### config.mk
export PLATFORM = sky130hd
export DESIGN_NAME = core_ctrl_fsm
export DESIGN_NICKNAME = d
export VERILOG_FILES = /design/src/rtl/core_ctrl_fsm.sv
export SDC_FILE = /design/constraint.sdc
export NUM_CORES = 1
export LEC_CHECK = 0
export ABC_AREA = 1
export ABC_CLOCK_PERIOD_IN_PS = 2500
export CAP_MARGIN = 20
export CORE_ASPECT_RATIO = 0.7
export CORE_MARGIN = 2
export CORE_UTILIZATION = 53
export DETAILED_ROUTE_END_ITERATION = 16
export GPL_TIMING_DRIVEN = 0
export PLACE_DENSITY = 0.81
export SLEW_MARGIN = 20
export SYNTH_ARGS = -nofsm -noshare
export SYNTH_HDL_FRONTEND = slang
export SYNTH_SLANG_ARGS = --single-unit
### constraint.sdc
create_clock -name clk -period 2.5 [get_ports clk]
set_clock_uncertainty 0.2 [all_clocks]
set_input_delay 0.625 -clock clk [delete_from_list [all_inputs] [get_ports clk]]
set_output_delay 0.625 -clock clk [all_outputs]
set_load 0.05 [all_outputs]
### src/rtl/core_ctrl_fsm.sv
// Multi-cycle sequencer for the RV32I core: steps each instruction through
// FETCH/DECODE/EXECUTE/MEM/WB and drives the datapath strobes and selects.
module core_ctrl_fsm #(
    parameter int MEM_TIMEOUT = 255,
    parameter int CNT_W       = 32
) (
    input  logic             clk,
    input  logic             rst,
    input  logic [6:0]       opcode,
    input  logic [2:0]       func3,
    input  logic             branch_taken,
    input  logic             imem_ready,
    input  logic             dmem_ready,
    output logic             imem_req,
    output logic             ir_load,
    output logic             dec_en,
    output logic             dmem_req,
    output logic             dmem_we,
    output logic [2:0]       dmem_size,
    output logic             alu_src_imm,
    output logic             alu_src_pc,
    output logic             rf_we,
    output logic [1:0]       wb_sel,
    output logic             pc_we,
    output logic [1:0]       pc_sel,
    output logic             retire,
    output logic [CNT_W-1:0] instr_count,
    output logic [2:0]       state,
    output logic [1:0]       trap_cause
);

    typedef enum logic [2:0] {
        S_FETCH   = 3'd0,
        S_DECODE  = 3'd1,
        S_EXECUTE = 3'd2,
        S_MEM     = 3'd3,
        S_WB      = 3'd4,
        S_HALT    = 3'd5,
        S_TRAP    = 3'd6
    } state_t;

    typedef enum logic [3:0] {
        C_ILLEGAL, C_LUI, C_AUIPC, C_JAL, C_JALR, C_BRANCH,
        C_LOAD, C_STORE, C_OPIMM, C_OP, C_FENCE, C_SYSTEM
    } class_t;

    // Wait-counter value on the last permitted waiting cycle.
    localparam logic [7:0] TLIM = 8'(MEM_TIMEOUT - 1);

    state_t     st;
    class_t     cls;
    class_t     dec_cls;
    logic       taken;
    logic [7:0] tcnt;

    assign state = st;

    always_comb begin
        dec_cls = C_ILLEGAL;
        case (opcode)
            7'b0110111: dec_cls = C_LUI;
            7'b0010111: dec_cls = C_AUIPC;
            7'b1101111: dec_cls = C_JAL;
            7'b1100111: dec_cls = C_JALR;
            7'b1100011: dec_cls = C_BRANCH;
            7'b0000011: dec_cls = C_LOAD;
            7'b0100011: dec_cls = C_STORE;
            7'b0010011: dec_cls = C_OPIMM;
            7'b0110011: dec_cls = C_OP;
            7'b0001111: dec_cls = C_FENCE;
            7'b1110011: dec_cls = C_SYSTEM;
            default:    dec_cls = C_ILLEGAL;
        endcase
    end

    always_ff @(posedge clk) begin
        if (rst) begin
            st          <= S_FETCH;
            cls         <= C_ILLEGAL;
            taken       <= 1'b0;
            tcnt        <= 8'd0;
            instr_count <= '0;
            trap_cause  <= 2'b00;
        end else begin
            if (retire) instr_count <= instr_count + CNT_W'(1);
            case (st)
                S_FETCH: begin
                    if (imem_ready) begin
                        st <= S_DECODE;
                    end else if (tcnt == TLIM) begin
                        st         <= S_TRAP;
                        trap_cause <= 2'b10;
                    end else begin
                        tcnt <= tcnt + 8'd1;
                    end
                end
                S_DECODE: begin
                    cls <= dec_cls;
                    if (dec_cls == C_SYSTEM) begin
                        st <= S_HALT;
                    end else if (dec_cls == C_ILLEGAL) begin
                        st         <= S_TRAP;
                        trap_cause <= 2'b01;
                    end else begin
                        st <= S_EXECUTE;
                    end
                end
                S_EXECUTE: begin
                    taken <= branch_taken;
                    if (cls == C_LOAD || cls == C_STORE) begin
                        st   <= S_MEM;
                        tcnt <= 8'd0;
                    end else begin
                        st <= S_WB;
                    end
                end
                S_MEM: begin
                    if (dmem_ready) begin
                        if (cls == C_LOAD) begin
                            st <= S_WB;
                        end else begin
                            st   <= S_FETCH;
                            tcnt <= 8'd0;
                        end
                    end else if (tcnt == TLIM) begin
                        st         <= S_TRAP;
                        trap_cause <= 2'b11;
                    end else begin
                        tcnt <= tcnt + 8'd1;
                    end
                end
                S_WB: begin
                    st   <= S_FETCH;
                    tcnt <= 8'd0;
                end
                default: st <= st;
            endcase
        end
    end

    // Strobes are combinational so ready-qualified pulses land in the same cycle;
    // everything is forced low while rst is held so an aborted instruction never commits.
    always_comb begin
        imem_req    = 1'b0;
        ir_load     = 1'b0;
        dec_en      = 1'b0;
        dmem_req    = 1'b0;
        dmem_we     = 1'b0;
        dmem_size   = 3'b000;
        alu_src_imm = 1'b0;
        alu_src_pc  = 1'b0;
        rf_we       = 1'b0;
        wb_sel      = 2'b00;
        pc_we       = 1'b0;
        pc_sel      = 2'b00;
        retire      = 1'b0;
        if (!rst) begin
            case (st)
                S_FETCH: begin
                    imem_req = 1'b1;
                    ir_load  = imem_ready;
                end
                S_DECODE: dec_en = 1'b1;
                S_EXECUTE: begin
                    alu_src_imm = (cls != C_OP) && (cls != C_LUI) && (cls != C_FENCE);
                    alu_src_pc  = (cls == C_AUIPC) || (cls == C_JAL) || (cls == C_BRANCH);
                end
                S_MEM: begin
                    dmem_req  = 1'b1;
                    dmem_we   = (cls == C_STORE);
                    dmem_size = func3;
                    if (dmem_ready && cls == C_STORE) begin
                        pc_we  = 1'b1;
                        retire = 1'b1;
                    end
                end
                S_WB: begin
                    pc_we  = 1'b1;
                    retire = 1'b1;
                    case (cls)
                        C_OP, C_OPIMM, C_AUIPC: rf_we = 1'b1;
                        C_LOAD: begin
                            rf_we  = 1'b1;
                            wb_sel = 2'b01;
                        end
                        C_LUI: begin
                            rf_we  = 1'b1;
                            wb_sel = 2'b11;
                        end
                        C_JAL: begin
                            rf_we  = 1'b1;
                            wb_sel = 2'b10;
                            pc_sel = 2'b01;
                        end
                        C_JALR: begin
                            rf_we  = 1'b1;
                            wb_sel = 2'b10;
                            pc_sel = 2'b10;
                        end
                        C_BRANCH: pc_sel = taken ? 2'b01 : 2'b00;
                        default: ;
                    endcase
                end
                default: ;
            endcase
        end
    end

endmodule

Congestion heat map:
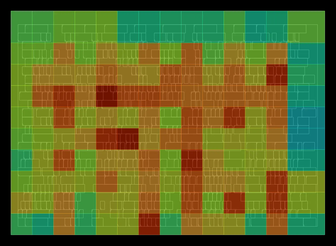
share of the core filled with cells: 72.39%
detail-routed net length per standard cell: 14.16 um
gr usage total: 30.98%
met3 GRT Util: 6.069%
routing usage on met2: 44.88%

Ports around the boundary:
The bar under the picture is 20 um long. Pins as bars across the die edge, other pins in gray.
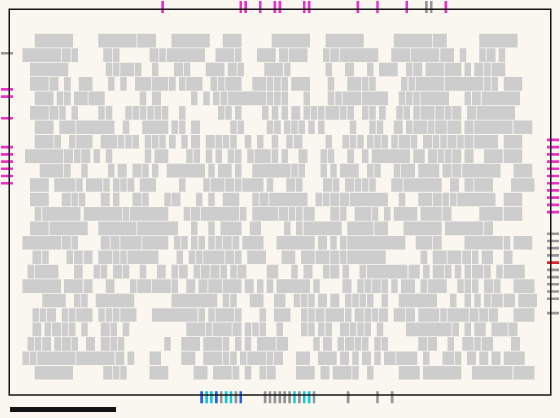
- `state`: blue (pins 3; direction output; edge bottom)
- `instr_count`: magenta (pins 32; direction output; edge 12 top, 11 right, 9 left)
- `opcode`: cyan (pins 7; direction input; edge bottom)
- `branch_taken`: red (pins 1; direction input; edge right)
Die X-Extent: 101.7 um
buffers added on ports: 67
die y size: 72.41 um

[critical path: cells and delay by family]
kind	cells	cell delay [ns]
buf+inv	4	0.67
simple gates	4	0.37
[metal layers]
metal	wire (um)	global-route usage, %	up-vias
met5	0	0	-
met1	5151	47.29	1838
met3	1108	6.069	12
met4	125	6.757	0
li1	-	-	2050
met2	4518	44.88	205
[power by group]
group / internal, mW / switching (mW)
logic: 0.493 / 0.979
clock network: 0.299 / 0.287
registers: 0.890 / 0.114
total: 1.68 / 1.38
[cells by family (layout without fill, tap and decap cells)]
family,Yosys count,after routing
and+or+nand+nor,362,362
buffers and inverters,88,171
AOI/OAI and AO/OA,78,78
DFF,50,50
xor gates and xnor gates,15,15
adders and majority gates,3,3
[per-stage QoR]
stage | cell area [sq um] | TNS (ns)
after global routing | 4587 | -0.1296
after detailed placement | 4373 | -9.641
after floorplan | 3588 | -0.2284
final | 4587 | 0
after CTS | 4538 | -0.2147
after global placement | 4373 | -9.288
[how the worst min path moves through the flow]
stage          slack [ns]     to  cells past startpoint  startpoint
3_3_place_gp         0.27  taken                      2       taken
3_5_place_dp         0.27  taken                      2       taken
2_1_floorplan        0.25  taken                      2       taken
5_1_grt              0.31  taken                      2       taken
6_report             0.28  taken                      2       taken
4_1_cts              0.29  taken                      2       taken
[state kept, by name (all words and copies together) (netlist names)]
signal / count
instr_count: 32
trap_cause: 2
cls: 4
state: 3
tcnt: 8
taken: 1
[cell type report]
type,instances,area share (%)
flip-flops and latches,50,22.12
repair buffers,76,15.93
inverters,74,6.110
clock buffers,6,1.582
clock inverters,2,0.8183
multi-input cells,458,48.85
plain buffers,13,2.100
well taps,91,2.482
==> run notes <==
Item: results of the latest flow run.

- The cell type with the largest total area is dfxtp_1.
- Per the detail_route report, DRC violations left total 0.
- Per the gpl log, the routability congestion estimate is just over 1.
- The largest non-sequential cell family by area is simple AND/OR/NAND/NOR gates.
- TritonCTS built the clock tree.
- The detail route stage leaves a number of antenna-violating nets equal to 0.
- Using the TritonRoute via totals, the vias-per-cell ratio works out to around 5.3.
- The logs give a warning total of 30.
- The number of diodes added for antenna fixing is 0.
- The final critical-path setup slack is around 0.0061 ns.
- Ranking logic cells in the layout by count gives the top entries 190 x nand2_1, 80 x nor2_1, 63 x inv_1, 50 x a21oi_1, 46 x clkdlybuf4s50_1.
- The final cell count without fillers is between 700 and 800.
- After synthesis, the most frequently instantiated cells are 192 x nand2_1, 89 x nor2_1, 68 x inv_1.
- In the post-synthesis netlist, the cell with the most instances is nand2_1.
- Setup repair after global routing could not meet its margin everywhere.
- The layout report lists the combined flip-flop and latch area as between 1000 and 1500 sq um.
- The cell with the biggest individual delay on the critical path is dlygate4sd2_1.
- The top fanout value on the critical path is 4.
- The longest incremental delay of any stage on the critical path is reported as between 0.2 and 0.3 ns.
- The most numerous logic cell after layout is nand2_1.
- Of the total synthesized cell area, the portion taken by XOR and XNOR cells is 3.708%.
- The CTS clock-pin slew for the worst setup and hold paths is around 0.090 ns.
- Counting along the longest clock path gives a buffer depth of 2.
- Post-synthesis, Yosys gives the total cell area as between 3000 and 4000 sq um.
- The number of hold violations in the final report is 0.
- After detailed placement, the design holds a cell count of about 750.
- The actual transition at the worst max-transition pin is a little under 0.7 ns.
- Per the log, the first TritonRoute iteration ended with a DRC count of ~380.
- Per the synth stats, the proportion of register bits with asynchronous set or reset is 0%.
- Of the total synthesized cell area, the portion taken by AND, OR, NAND and NOR gates is approximately 45%.
- Synthesis produced 596 cells.
- Once the clock tree was built, the setup fixing pass inserted 6 buffers.
- The number of buffers inserted during clock tree synthesis is 5.
- The startpoint of the worst register-to-register path is instr_count[0].
- In this run the maximum-capacitance check reported violations numbering 0.
- The number of hold buffers added after CTS was 0.
- The via count of the first global-routing pass is roughly 3,600.
- The net count of the finished layout is just under 700.
- The standby leakage power is around 1.8 nW.
- The post-synthesis average cell area is between 5 and 6 sq um.
- The tightest hold path in the finished design has a slack of around 0.28 ns.
- Clock latency on the worst-skew pair, taken at its later pin, is around 0.32 ns.
- Headroom to the max-slew limit came out at a little over half.
- The dominant register cell is dfxtp_1.
- The layout summary lists the proportion of cells stronger than drive strength 1 as between 10% and 20%.
- Per the post-place timing report, worst setup slack is -1.064 ns.
- The flow ran to the end, and the final reports show no timing, DRC or antenna violations.
- The arrival time at the worst endpoint is 1.67 ns.
- The number of sinks driven by the clock tree is 50.
Power and IR drop assume default switching activity.
